### config.mk
export PLATFORM = sky130hd
export DESIGN_NAME = riscv_apu_responder_flat
export DESIGN_NICKNAME = d
export VERILOG_FILES = /design/src/rtl/riscv_apu_responder_if.sv /design/src/rtl/riscv_apu_responder.sv /design/src/flat_wrapper.sv
export SDC_FILE = /design/constraint.sdc
export NUM_CORES = 2
export LEC_CHECK = 0
export ABC_AREA = 1
export CAP_MARGIN = 0
export CORE_MARGIN = 2
export CORE_UTILIZATION = 63
export CTS_CLUSTER_DIAMETER = 60
export CTS_CLUSTER_SIZE = 16
export DETAILED_ROUTE_END_ITERATION = 12
export GPL_ROUTABILITY_DRIVEN = 0
export PLACE_DENSITY_LB_ADDON = 0.08
export SETUP_SLACK_MARGIN = 0.4
export SLEW_MARGIN = 10
export SYNTH_ARGS = -nofsm -noshare
export SYNTH_HDL_FRONTEND = slang
export SYNTH_SLANG_ARGS = --single-unit
### constraint.sdc
create_clock -name clk_i -period 10.2 [get_ports clk_i]
set_input_delay 2.04 -clock clk_i [delete_from_list [all_inputs] [get_ports clk_i]]
set_output_delay 2.04 -clock clk_i [all_outputs]
set_load 0.02 [all_outputs]
### src/rtl/riscv_apu_responder_if.sv
// APU request/response bundle between a core's APU master and the responder.
// Handshake: a request transfers in a cycle with apu_req_i && apu_gnt_o; a result
// transfers in a cycle with apu_valid_o && apu_ready_i, and is held stable until then.
interface riscv_apu_responder_if;
  logic        apu_req_i;
  logic        apu_gnt_o;
  logic        apu_ready_i;
  logic [31:0] apu_operands_0_i;
  logic [31:0] apu_operands_1_i;
  logic [31:0] apu_operands_2_i;
  logic [5:0]  apu_op_i;
  logic        apu_type_i;
  logic [14:0] apu_flags_i;
  logic        apu_valid_o;
  logic [31:0] apu_result_o;
  logic [4:0]  apu_flags_o;

  modport master (
    output apu_req_i, apu_ready_i, apu_operands_0_i, apu_operands_1_i,
           apu_operands_2_i, apu_op_i, apu_type_i, apu_flags_i,
    input  apu_gnt_o, apu_valid_o, apu_result_o, apu_flags_o
  );

  modport slave (
    input  apu_req_i, apu_ready_i, apu_operands_0_i, apu_operands_1_i,
           apu_operands_2_i, apu_op_i, apu_type_i, apu_flags_i,
    output apu_gnt_o, apu_valid_o, apu_result_o, apu_flags_o
  );
endinterface

### src/rtl/riscv_apu_responder.sv
// Single-outstanding APU responder: fixed-latency integer ALU behind a req/gnt, valid/ready handshake.
// Define APU_RESPONDER_MAC_EN to compile in the multiply-accumulate op (op 7).
module riscv_apu_responder #(
  parameter int unsigned LATENCY = 3
) (
  input  logic                        clk_i,
  input  logic                        rst_i,
  riscv_apu_responder_if.slave        apu,
  output logic                        busy_o,
  output logic [1:0]                  dbg_state_o,
  output logic [14:0]                 dbg_req_flags_o
);

  typedef enum logic [1:0] {
    IDLE = 2'd0,
    BUSY = 2'd1,
    DONE = 2'd2
  } state_e;

  localparam logic [3:0] CNT_INIT = 4'(LATENCY - 1);

  state_e      state_q, state_d;
  logic [3:0]  cnt_q, cnt_d;
  logic [31:0] result_q, result_d;
  logic [4:0]  rflags_q, rflags_d;
  logic [31:0] a_q, b_q, c_q;
  logic [5:0]  op_q;
  logic        type_q;
  logic [14:0] req_flags_q;
  logic        grant;

  // In IDLE the ALU looks at the live request so LATENCY==1 can finish at grant.
  logic [31:0] alu_a, alu_b, alu_c;
  logic [5:0]  alu_op;
  logic        alu_type;

  always_comb begin
    alu_a    = a_q;
    alu_b    = b_q;
    alu_c    = c_q;
    alu_op   = op_q;
    alu_type = type_q;
    if (state_q == IDLE) begin
      alu_a    = apu.apu_operands_0_i;
      alu_b    = apu.apu_operands_1_i;
      alu_c    = apu.apu_operands_2_i;
      alu_op   = apu.apu_op_i;
      alu_type = apu.apu_type_i;
    end
  end

  logic [32:0] add_w;
  logic [31:0] mul_w;
  assign add_w = {1'b0, alu_a} + {1'b0, alu_b};
  assign mul_w = alu_a * alu_b;

`ifdef APU_RESPONDER_MAC_EN
  logic [31:0] mac_w;
  assign mac_w = mul_w + alu_c;
`else
  logic unused_op_c;
  assign unused_op_c = ^alu_c;
`endif

  logic [31:0] alu_res;
  logic [4:0]  alu_flags;
  logic        alu_carry;
  logic        alu_inv;

  always_comb begin
    alu_res   = '0;
    alu_flags = '0;
    alu_carry = 1'b0;
    alu_inv   = 1'b0;
    if (alu_type) begin
      alu_inv = 1'b1;
    end else begin
      case (alu_op)
        6'd0: begin
          alu_res   = add_w[31:0];
          alu_carry = add_w[32];
        end
        6'd1: begin
          alu_res   = alu_a - alu_b;
          alu_carry = (alu_a < alu_b);
        end
        6'd2: alu_res = alu_a & alu_b;
        6'd3: alu_res = alu_a | alu_b;
        6'd4: alu_res = alu_a ^ alu_b;
        6'd5: alu_res = alu_a << alu_b[4:0];
        6'd6: alu_res = mul_w;
`ifdef APU_RESPONDER_MAC_EN
        6'd7: alu_res = mac_w;
`else
        6'd7: alu_inv = 1'b1;
`endif
        default: alu_inv = 1'b1;
      endcase
    end
    // Invalid requests report only the invalid flag, not the zero flag.
    if (alu_inv) begin
      alu_res   = '0;
      alu_flags = 5'b01000;
    end else begin
      alu_flags = {2'b00, alu_carry, alu_res[31], (alu_res == 32'd0)};
    end
  end

  always_comb begin
    state_d  = state_q;
    cnt_d    = cnt_q;
    result_d = result_q;
    rflags_d = rflags_q;
    grant    = 1'b0;
    case (state_q)
      IDLE: begin
        grant = apu.apu_req_i && !rst_i;
        if (grant) begin
          if (LATENCY == 1) begin
            result_d = alu_res;
            rflags_d = alu_flags;
            cnt_d    = '0;
            state_d  = DONE;
          end else begin
            cnt_d   = CNT_INIT;
            state_d = BUSY;
          end
        end
      end
      BUSY: begin
        if (cnt_q == 4'd1) begin
          result_d = alu_res;
          rflags_d = alu_flags;
          cnt_d    = '0;
          state_d  = DONE;
        end else begin
          cnt_d = cnt_q - 4'd1;
        end
      end
      DONE: begin
        if (apu.apu_ready_i) begin
          state_d = IDLE;
        end
      end
      default: state_d = IDLE;
    endcase
  end

  always_ff @(posedge clk_i or posedge rst_i) begin
    if (rst_i) begin
      state_q  <= IDLE;
      cnt_q    <= '0;
      result_q <= '0;
      rflags_q <= '0;
    end else begin
      state_q  <= state_d;
      cnt_q    <= cnt_d;
      result_q <= result_d;
      rflags_q <= rflags_d;
    end
  end

  always_ff @(posedge clk_i or posedge rst_i) begin
    if (rst_i) begin
      a_q         <= '0;
      b_q         <= '0;
      c_q         <= '0;
      op_q        <= '0;
      type_q      <= 1'b0;
      req_flags_q <= '0;
    end else if (grant) begin
      a_q         <= apu.apu_operands_0_i;
      b_q         <= apu.apu_operands_1_i;
      c_q         <= apu.apu_operands_2_i;
      op_q        <= apu.apu_op_i;
      type_q      <= apu.apu_type_i;
      req_flags_q <= apu.apu_flags_i;
    end
  end

  assign apu.apu_gnt_o    = grant;
  assign apu.apu_valid_o  = (state_q == DONE);
  assign apu.apu_result_o = result_q;
  assign apu.apu_flags_o  = rflags_q;
  assign busy_o           = (state_q != IDLE);
  assign dbg_state_o      = state_q;
  assign dbg_req_flags_o  = req_flags_q;

endmodule

### src/flat_wrapper.sv
// flat-port wrapper written by rule: the top's interface ports become plain ports
module riscv_apu_responder_flat 
#(
  parameter int unsigned LATENCY = 3
)
  (clk_i, rst_i, busy_o, dbg_state_o, dbg_req_flags_o, apu_apu_req_i, apu_apu_ready_i, apu_apu_operands_0_i, apu_apu_operands_1_i, apu_apu_operands_2_i, apu_apu_op_i, apu_apu_type_i, apu_apu_flags_i, apu_apu_gnt_o, apu_apu_valid_o, apu_apu_result_o, apu_apu_flags_o);
  riscv_apu_responder_if apu_i ();
  input  logic clk_i;
  input  logic rst_i;
  output logic busy_o;
  output logic [1:0] dbg_state_o;
  output logic [14:0] dbg_req_flags_o;
  input wire logic [$bits(apu_i.apu_req_i)-1:0] apu_apu_req_i;
  input wire logic [$bits(apu_i.apu_ready_i)-1:0] apu_apu_ready_i;
  input wire logic [$bits(apu_i.apu_operands_0_i)-1:0] apu_apu_operands_0_i;
  input wire logic [$bits(apu_i.apu_operands_1_i)-1:0] apu_apu_operands_1_i;
  input wire logic [$bits(apu_i.apu_operands_2_i)-1:0] apu_apu_operands_2_i;
  input wire logic [$bits(apu_i.apu_op_i)-1:0] apu_apu_op_i;
  input wire logic [$bits(apu_i.apu_type_i)-1:0] apu_apu_type_i;
  input wire logic [$bits(apu_i.apu_flags_i)-1:0] apu_apu_flags_i;
  output wire logic [$bits(apu_i.apu_gnt_o)-1:0] apu_apu_gnt_o;
  output wire logic [$bits(apu_i.apu_valid_o)-1:0] apu_apu_valid_o;
  output wire logic [$bits(apu_i.apu_result_o)-1:0] apu_apu_result_o;
  output wire logic [$bits(apu_i.apu_flags_o)-1:0] apu_apu_flags_o;
  assign apu_i.apu_req_i = apu_apu_req_i;
  assign apu_i.apu_ready_i = apu_apu_ready_i;
  assign apu_i.apu_operands_0_i = apu_apu_operands_0_i;
  assign apu_i.apu_operands_1_i = apu_apu_operands_1_i;
  assign apu_i.apu_operands_2_i = apu_apu_operands_2_i;
  assign apu_i.apu_op_i = apu_apu_op_i;
  assign apu_i.apu_type_i = apu_apu_type_i;
  assign apu_i.apu_flags_i = apu_apu_flags_i;
  assign apu_apu_gnt_o = apu_i.apu_gnt_o;
  assign apu_apu_valid_o = apu_i.apu_valid_o;
  assign apu_apu_result_o = apu_i.apu_result_o;
  assign apu_apu_flags_o = apu_i.apu_flags_o;
  riscv_apu_responder #(.LATENCY(LATENCY)) u_core (.clk_i(clk_i), .rst_i(rst_i), .apu(apu_i), .busy_o(busy_o), .dbg_state_o(dbg_state_o), .dbg_req_flags_o(dbg_req_flags_o));
endmodule
### Close-up of the layout

The bar under the picture is 5 um long. Region (98, 141) to (118, 161) um. Cells in gray, sequential cells in the stronger gray; small squares are vias.
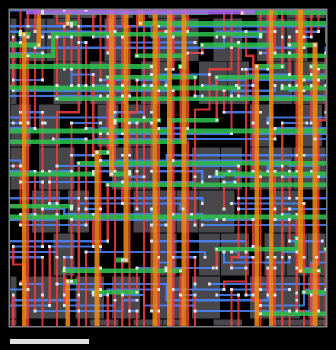
| layer | color |
|---|---|
| M5 | purple |
| M4 | orange |
| M1 | blue |
| M3 | green |
| M2 | red |
most frequent: nor2_1 (10), nand2_1 (9), inv_1 (7)
cells with their middle in the window: 49
sequential cells in the window: 0

### Signal metal coverage by tile

The die is cut into 22 by 22 equal tiles; white is low, dark blue is high, scaled to the fullest tile. Values are wire area over tile area, all layers added.
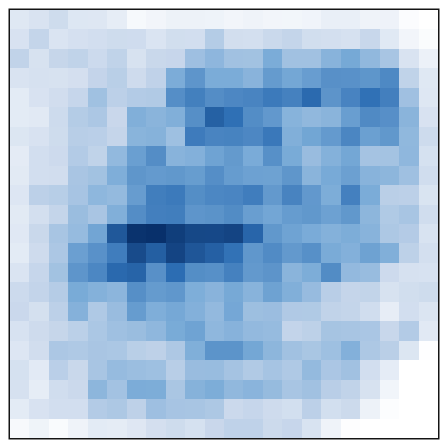
nearly empty tiles: 3.1%
mean over tiles: 0.44
emptiest ninth of the die: bottom right
fullest tile: 1.2
densest ninth of the die: middle
tiles over half the peak: 26%
WL/cell: 22.2 um
drt total wl: 107,000 um

### Gate-type map

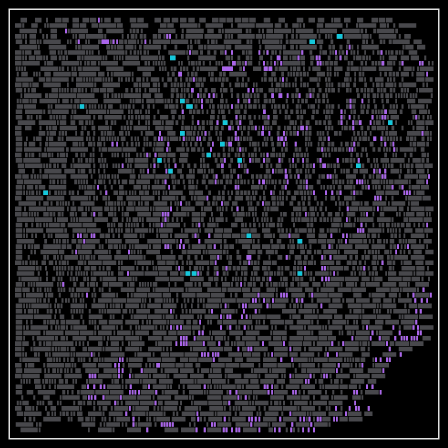
| family | color | cells | most used |
|---|---|---|---|
| non-inverting ao/oa cells | cyan | 21 | o21a_1 |
| nor cells | purple | 477 | nor2_1 |
most used logic cell in the final layout: nand2_1
Non-Filler Instances: 4,800

==> results_slide.txt <==
Key Metrics from the Run

Timing
  – Slew Limit Fails: 0
  – RSZ-0062 raised after global routing: false
  – Worst Slack Setup Final: 0.652 ns
  – Clk_skew: 0.0185 ns

Layout
  – # diodes: 7
  – Clock buffer count: 20
  – Top class by area: combinational gates
  – Comb/total area: 0.687
  – Inverters: 685

Yosys
  – Yosys Instances: 4,026
  – Mapped Area: 28,300 um2
  – Yosys top cell by area: fa_1
  – Yosys chip area: around 28,000 um2
  – Top_reg_cell synth: dfrtp_1
  – Avg Cell Area, Syn: 7.03 um2

Routing
  – DR iter-0 viols: 3,621
  – Wire length on met3: 16,100 um
  – DRT antenna net count: 0
  – Post-route DRC: 0

Global route
  – Number of global-route vias before repair: 28,200
  – Global-route usage over all layers: 0.467

Floorplan
  – Die Footprint: 46,600 um2
  – Die H: 216 um
  – Boundary Pins: ~180
  – Pre-Place Util: 0.638

Critical path
  – CP arrival: 9.94 ns
  – Worst path bufs/invs: 8
  – Crit path top cell by count: nand2_1
  – Worst Setup EP: u_core.apu.apu_flags_o[0]$_DFFE_PP0P_

Run status
  – Status: finished, final reports clean

Clock tree
  – H-tree depth: 4
  – Insertion Delay late pin: 0.46 ns

Placement
  – Hpwl dp: 84,500 um

Min path
  – Min-Delay Path Class: reg2reg
  – WHS Endpoint: u_core.b_q[21]$_DFFE_PP0P_
  – Hold path depth: 2
